<file path="config.mk">
export PLATFORM = sky130hd
export DESIGN_NAME = lfsr_byte_packer
export DESIGN_NICKNAME = d
export VERILOG_FILES = /design/src/rtl/lfsr_byte_packer.sv
export SDC_FILE = /design/constraint.sdc
export NUM_CORES = 1
export LEC_CHECK = 0
export ABC_AREA = 1
export CELL_PAD_IN_SITES_DETAIL_PLACEMENT = 0
export CELL_PAD_IN_SITES_GLOBAL_PLACEMENT = 1
export CORE_MARGIN = 2
export CORE_UTILIZATION = 42
export DETAILED_ROUTE_END_ITERATION = 12
export PLACE_DENSITY = 0.87
export SETUP_SLACK_MARGIN = 0.1
export SLEW_MARGIN = 40
export SYNTH_ARGS = -nofsm -noshare
export SYNTH_HDL_FRONTEND = slang
export SYNTH_SLANG_ARGS = --single-unit
</file>
<file path="constraint.sdc">
create_clock -name clk -period 3.5 [get_ports clk]
set_input_delay 0.7 -clock clk [delete_from_list [all_inputs] [get_ports clk]]
set_output_delay 0.7 -clock clk [all_outputs]
set_load 0.05 [all_outputs]
</file>
<file path="src/rtl/lfsr_byte_packer.sv">
// lfsr_byte_packer
//   Packs IN_BITS-wide LFSR chunks MSB-first into a continuous bit stream,
//   re-slices the stream into OUT_WIDTH-bit words and buffers them in a small
//   circular FIFO behind a valid/ready output. in_ready is meant to drive the
//   LFSR enable so that backpressure stalls generation instead of losing bits.
//
// Ports
//   clk         sole clock, rising edge
//   reset       asynchronous active-high reset of all state
//   clear       synchronous clear of all state (same effect as reset)
//   in_data     chunk from the LFSR
//   in_valid    chunk present
//   in_ready    packer can absorb a beat this cycle
//   flush       one-cycle request to zero-pad and emit a partial word
//   out_data    FIFO head word (0 when empty)
//   out_valid   FIFO non-empty
//   out_ready   consumer accepts the head word
//   fill_level  bits currently held in the accumulator
//   word_count  words pushed into the FIFO, wraps modulo 2^16
//   overflow    sticky: a beat arrived while in_ready was low
module lfsr_byte_packer #(
  parameter int unsigned IN_BITS    = 6,
  parameter int unsigned OUT_WIDTH  = 8,
  parameter int unsigned FIFO_DEPTH = 4
) (
  input  logic                         clk,
  input  logic                         reset,
  input  logic                         clear,
  input  logic [IN_BITS-1:0]           in_data,
  input  logic                         in_valid,
  output logic                         in_ready,
  input  logic                         flush,
  output logic [OUT_WIDTH-1:0]         out_data,
  output logic                         out_valid,
  input  logic                         out_ready,
  output logic [$clog2(OUT_WIDTH):0]   fill_level,
  output logic [15:0]                  word_count,
  output logic                         overflow
);

  localparam int unsigned ACC_W  = OUT_WIDTH + IN_BITS - 1;
  localparam int unsigned FILL_W = $clog2(OUT_WIDTH) + 1;
  localparam int unsigned PTR_W  = (FIFO_DEPTH > 1) ? $clog2(FIFO_DEPTH) : 1;
  localparam int unsigned CNT_W  = PTR_W + 1;

  logic [ACC_W-1:0]     acc;
  logic [FILL_W-1:0]    fill;
  logic                 flush_pending;

  logic [OUT_WIDTH-1:0] mem [FIFO_DEPTH];
  logic [PTR_W-1:0]     wr_ptr;
  logic [PTR_W-1:0]     rd_ptr;
  logic [CNT_W-1:0]     count;

  logic                 space;
  logic                 beat;
  logic                 flush_exec;
  logic                 push;
  logic                 pop;
  logic [ACC_W-1:0]     acc_beat;
  logic [FILL_W-1:0]    fill_sum;
  logic                 word_done;
  logic [OUT_WIDTH-1:0] beat_word;
  logic [OUT_WIDTH-1:0] flush_word;
  logic [OUT_WIDTH-1:0] push_word;

  always_comb begin
    space     = count < CNT_W'(FIFO_DEPTH);
    beat      = in_valid & in_ready;
    acc_beat  = ACC_W'({acc, in_data});
    fill_sum  = fill + FILL_W'(IN_BITS);
    word_done = fill_sum >= FILL_W'(OUT_WIDTH);
    // Stale bits above the valid window fall off the top when truncated to
    // OUT_WIDTH, so neither word needs an explicit mask.
    beat_word  = OUT_WIDTH'(acc_beat >> (fill_sum - FILL_W'(OUT_WIDTH)));
    flush_word = OUT_WIDTH'(acc << (FILL_W'(OUT_WIDTH) - fill));
    // A pending flush yields to an accepted beat so the beat's bits land in
    // the padded word.
    flush_exec = flush_pending & ~beat & space;
    push       = (beat & word_done) | (flush_exec & (fill != '0));
    push_word  = beat ? beat_word : flush_word;
    pop        = (count != '0) & out_ready;
  end

  assign in_ready   = space & ~clear;
  assign out_valid  = count != '0;
  assign out_data   = out_valid ? mem[rd_ptr] : '0;
  assign fill_level = fill;

  // Storage needs no reset: the head is gated by count.
  always_ff @(posedge clk) begin
    if (push) begin
      mem[wr_ptr] <= push_word;
    end
  end

  always_ff @(posedge clk or posedge reset) begin
    if (reset) begin
      acc           <= '0;
      fill          <= '0;
      flush_pending <= 1'b0;
      wr_ptr        <= '0;
      rd_ptr        <= '0;
      count         <= '0;
      word_count    <= '0;
      overflow      <= 1'b0;
    end else if (clear) begin
      acc           <= '0;
      fill          <= '0;
      flush_pending <= 1'b0;
      wr_ptr        <= '0;
      rd_ptr        <= '0;
      count         <= '0;
      word_count    <= '0;
      overflow      <= 1'b0;
    end else begin
      if (in_valid & ~in_ready) begin
        overflow <= 1'b1;
      end

      if (beat) begin
        acc  <= acc_beat;
        fill <= word_done ? fill_sum - FILL_W'(OUT_WIDTH) : fill_sum;
      end else if (flush_exec) begin
        fill <= '0;
      end

      flush_pending <= flush | (flush_pending & ~flush_exec);

      if (push) begin
        wr_ptr     <= wr_ptr + PTR_W'(1);
        word_count <= word_count + 16'd1;
      end
      if (pop) begin
        rd_ptr <= rd_ptr + PTR_W'(1);
      end

      case ({push, pop})
        2'b10:   count <= count + CNT_W'(1);
        2'b01:   count <= count - CNT_W'(1);
        default: count <= count;
      endcase
    end
  end

endmodule

</file>
run_1/clock_nets.png
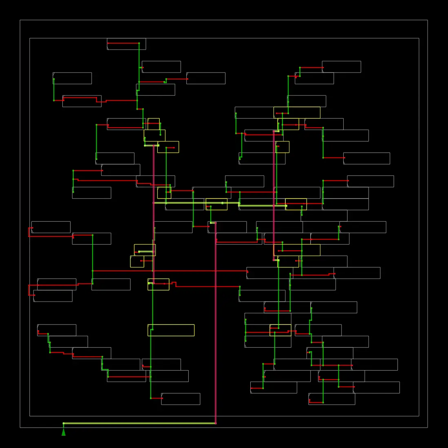
flop count: 68
clk pwr: 0.801 mW
final-layout clock buffer total: 9

run_1/port_trees.png
Drawn at 4 px/um.
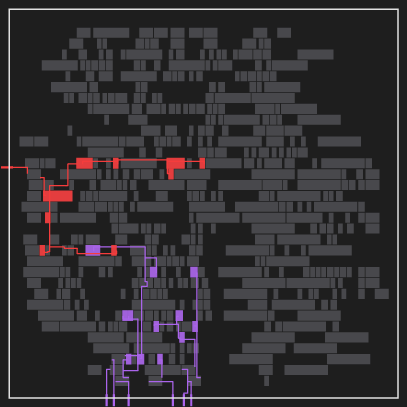
Red stands for clear, bits 1, direction input, edge left, end cells 9, wire 98.1 um. Purple stands for in_data, bits 6, direction input, edge bottom, end cells 12, wire 187 um.

==> flow_summary.toml, run 1 <==
# generated from flow reports
[detailed_routing]
drt_pass1_iterations = 4
route.met3.wl_um = 248
route.top_layer_used = "met4"
drc = 0
viasPerCell = 5.229

[run_status]
status = "finished, final reports clean"

[logic_synthesis]
ys_sh_xor_pct = 0.9685
yosysWarnings = 0
yosysChipArea_mm2 = 0.003617
compound_area_share_pct = 12.21
netlist_area_mm2 = 0.003617
ff_type = "dfrtp_1"
top_cells_by_count = "nand2_1, nor2_1, o21ai_0"
ys_sh_adder_pct = 2.629
synth_area_per_cell_um2 = 8.511
top_logic_kind = "simple AND/OR/NAND/NOR gates"
ys_ff = 68

[setup_path]
path_cells = "clkinv_1, nor2_1, o21ai_0, a21oi_1, clkdlybuf4s50_1"
worst-path-buf-inv = 2
required_ps = 2800
reg2reg_slack_ps = 1150
path_depth = 5

[pwr]
p_seq_share_pct = 36.0

[timing]
final.min_clock_period_ps = 3134
hold_viol = 0
rsz0062_at_grt = "no"
fin_skew_ps = 9.910

[final_layout]
nonClockBufferCount = 49
final-clk-cell-share_pct = 5.685
seq_share_pct = 42.72
logic_gate_count = 290
nets = 486
largest_register_ffs = 32

[clock_network]
cts.sinks = 68
cts_hold_buf = 0
run_1/gates.png
Drawn at 4 px/um.
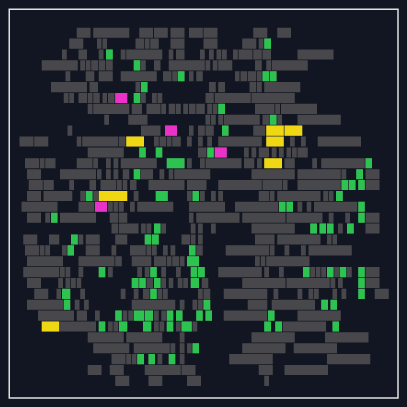
Magenta stands for xor and xnor cells, cells 4, most used xor2_1. Yellow stands for fa/ha/maj cells, cells 7, most used ha_1. Green stands for aoi and oai cells, cells 81, most used o21ai_0.

-- run 1: through the flow --
stage | instance area, um2 | setup WS (ps) | std cells | power [mW]
finish | 4358 | 365.9 | 577 | 2.713
global route | 4358 | 158.4 | 577 | 2.860
CTS | 4358 | 363.1 | 577 | 2.729
detailed placement | 4110 | 568.6 | 561 | 1.930
global placement | 4110 | 648.9 | 561 | 1.917
floorplan | 3617 | 553.9 | 425 | 1.660
-- run 1: worst register-to-register path: stages, from the launching register on --
cell and delay, ps:
dfrtp_1 350, inv_1 80, ha_1 220, inv_1 60, nand2_1 50, nand2_1 270, nand2_4 120, nand3_1 150
inv_1 70, fa_1 370, xnor2_1 200, nand4_1 120, nand2_1 90, nand3_1 70, nand2_1 90
==> run 2: changes to the inputs <==
- TNS_END_PERCENT: unset -> 1
run_2/layers.png
Drawn at 4 px/um.
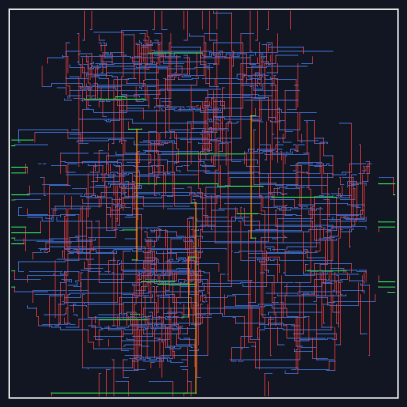
Blue stands for M1, wire length 4200 um. Orange stands for M4, wire length 126 um. Green stands for M3, wire length 249 um. Red stands for M2, wire length 3700 um.

run_2/ff_map.png
Drawn at 3 px/um. Other sequential cells in the stronger grey, the rest of the logic in the fainter grey.
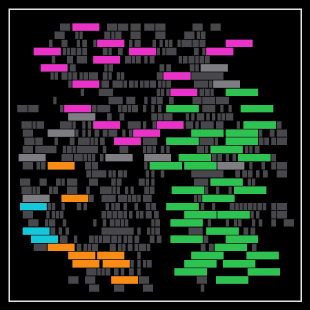
Orange stands for acc, flops 8, where lower left. Green stands for mem, flops 32. Magenta stands for word_count, flops 16. Cyan stands for fill_level, flops 3.

==> flow_summary.toml, run 2 <==
# generated from flow reports
[logic_synthesis]
ys_ff = 68
yosysWarnings = 0
synth_area_per_cell_um2 = 8.511
top_cells_by_count = "nand2_1, nor2_1, o21ai_0"
netlist_area_mm2 = 0.003617

[final_layout]
final_cells = 577
nets = 486
finish.instance_area_mm2 = 0.004358
area_delta_synth_final_pct = 20.48

[pwr]
p_seq_share_pct = 36.0
pg_comb_mw = 0.936
pwr-share-comb_pct = 34.5
p_clk_mw = 0.801
ir_drop_v = 0.0004108
totalPowerFinal_mw = 2.713

[detailed_routing]
drt_iter0_markers = 193
viasPerCell = 5.229
drc = 0
drt_pass1_iterations = 4

[setup_path]
reg2reg_slack_ps = 1150
path_depth = 5
path_cells = "clkinv_1, nor2_1, o21ai_0, a21oi_1, clkdlybuf4s50_1"
crit_path_top_delay_cell = "clkdlybuf4s50_1"
worst-path-buf-inv = 2

[clock_network]
clk_latency_ps = 340
cts_hold_buf = 0
cts_buffers = 9
cts.sinks = 68

[timing]
rsz0062_at_grt = "no"
hold_viol = 0
fin_ws_ps = 365.9
fin_skew_ps = 9.910
final.min_clock_period_ps = 3134

[run_status]
status = "finished, final reports clean"

[hold_path]
holdPathStages = 2

[grt]
grt_start_max_net_pins = 37
grt_util_all_layers_pct = 18.20

[place]
place_inst = 561
run 2: cell families after synthesis:
logic type,after synthesis,share of synthesized area [%]
other,1,0.1037
buffers and inverters,67,8.163
and+or+nand+nor,196,24.46
DFF,68,51.47
AOI/OAI and AO/OA,82,12.21
xor gates and xnor gates,4,0.9687
adders and majority gates,7,2.629
run 2: area by class of cell:
class                      count  area [um2]
clock inverter                 7       123.9
sequential                    68        1862
tap                          105       131.4
clock buffer                   9       123.9
fill                         790        3941
timing repair buffer          49       467.9
multi-input combinational    290        1460
inverter                      49       188.9
run 2: per-layer routing:
metal	share of wire (%)	track usage, %	vias to the layer above
met3	3.0	2.457	11
met5	0	0	-
met1	51	27.38	1449
met2	45	26.82	55
met4	1.5	6.717	0
li1	-	-	1502
==> run 3: changes to the inputs <==
- HOLD_SLACK_MARGIN: unset -> 0.15
run_3/layers.png
Drawn at 4 px/um.
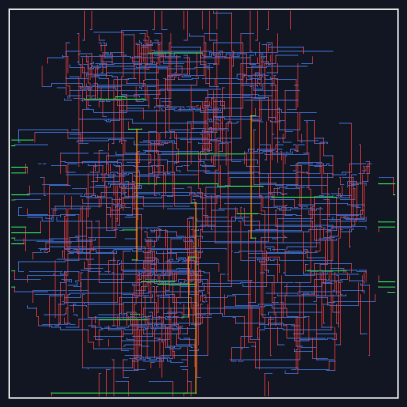
Green stands for M3, wire length 249 um. Orange stands for M4, wire length 126 um. Blue stands for M1, wire length 4200 um. Red stands for M2, wire length 3700 um.

==> flow_summary.toml, run 3 <==
# generated from flow reports
[run_status]
status = "finished, final reports clean"

[final_layout]
largest_class = "flip-flops and latches"
buf_share_pct = 10.74
seq_share_pct = 42.72
nonClockBufferCount = 49
sh_comb_area_pct = 33.51
flops = 68

[detailed_routing]
drt_iter0_markers = 193
drc = 0
viasPerCell = 5.229
drt_pass1_iterations = 4

[logic_synthesis]
ys_ff = 68
top_cells_by_count = "nand2_1, nor2_1, o21ai_0"
netlist_area_mm2 = 0.003617

[hold_path]
holdPathStages = 2

[setup_path]
reg2reg_slack_ps = 1150

[timing]
final.min_clock_period_ps = 3134
hold_viol = 0
rsz0062_at_grt = "no"

[pwr]
ir_drop_v = 0.0004108

[grt]
busiest_layer = "met1"
run_3/clock_nets.png
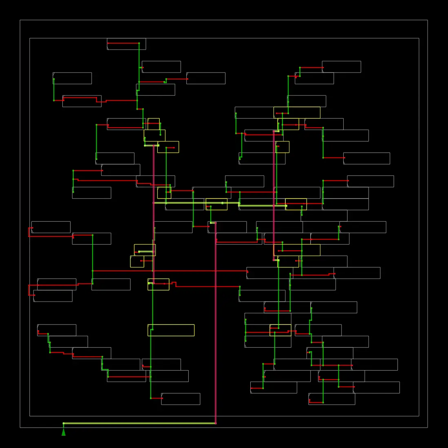
total CTS buffers: 9
Clock Sink Count: 68
Worst Skew: 9.910 ps
Late-Pin Clk Latency: 340 ps

run 3: cell counts after synthesis:
Identical to the previous run, type by type.
run 3: per-layer routing:
metal / wire [um] / vias up
met1: 4200 / 1449
li1: - / 1502
met5: 0 / -
met2: 3703 / 55
met3: 248 / 11
met4: 125 / 0
run 3: logic make-up (layout without fill, tap and decap cells):
family                   count (synthesis)  count (layout)  share of synthesized area, %
XOR/XNOR                                 4               4                        0.9687
buffers and inverters                   67             114                         8.163
AND-OR/OR-AND                           82              82                         12.21
other                                    1               1                        0.1037
flip-flops                              68              68                         51.47
adder cells (fa/ha/maj)                  7               7                         2.629
AND/OR/NAND/NOR                        196             196                         24.46
run 3: critical path, cell delays in order (launching register included):
cell and delay (ps):
dfrtp_1 500, clkinv_1 310, nor2_1 220, o21ai_0 100, a21oi_1 140, clkdlybuf4s50_1 820
Power is estimated from default activity; no workload was simulated.
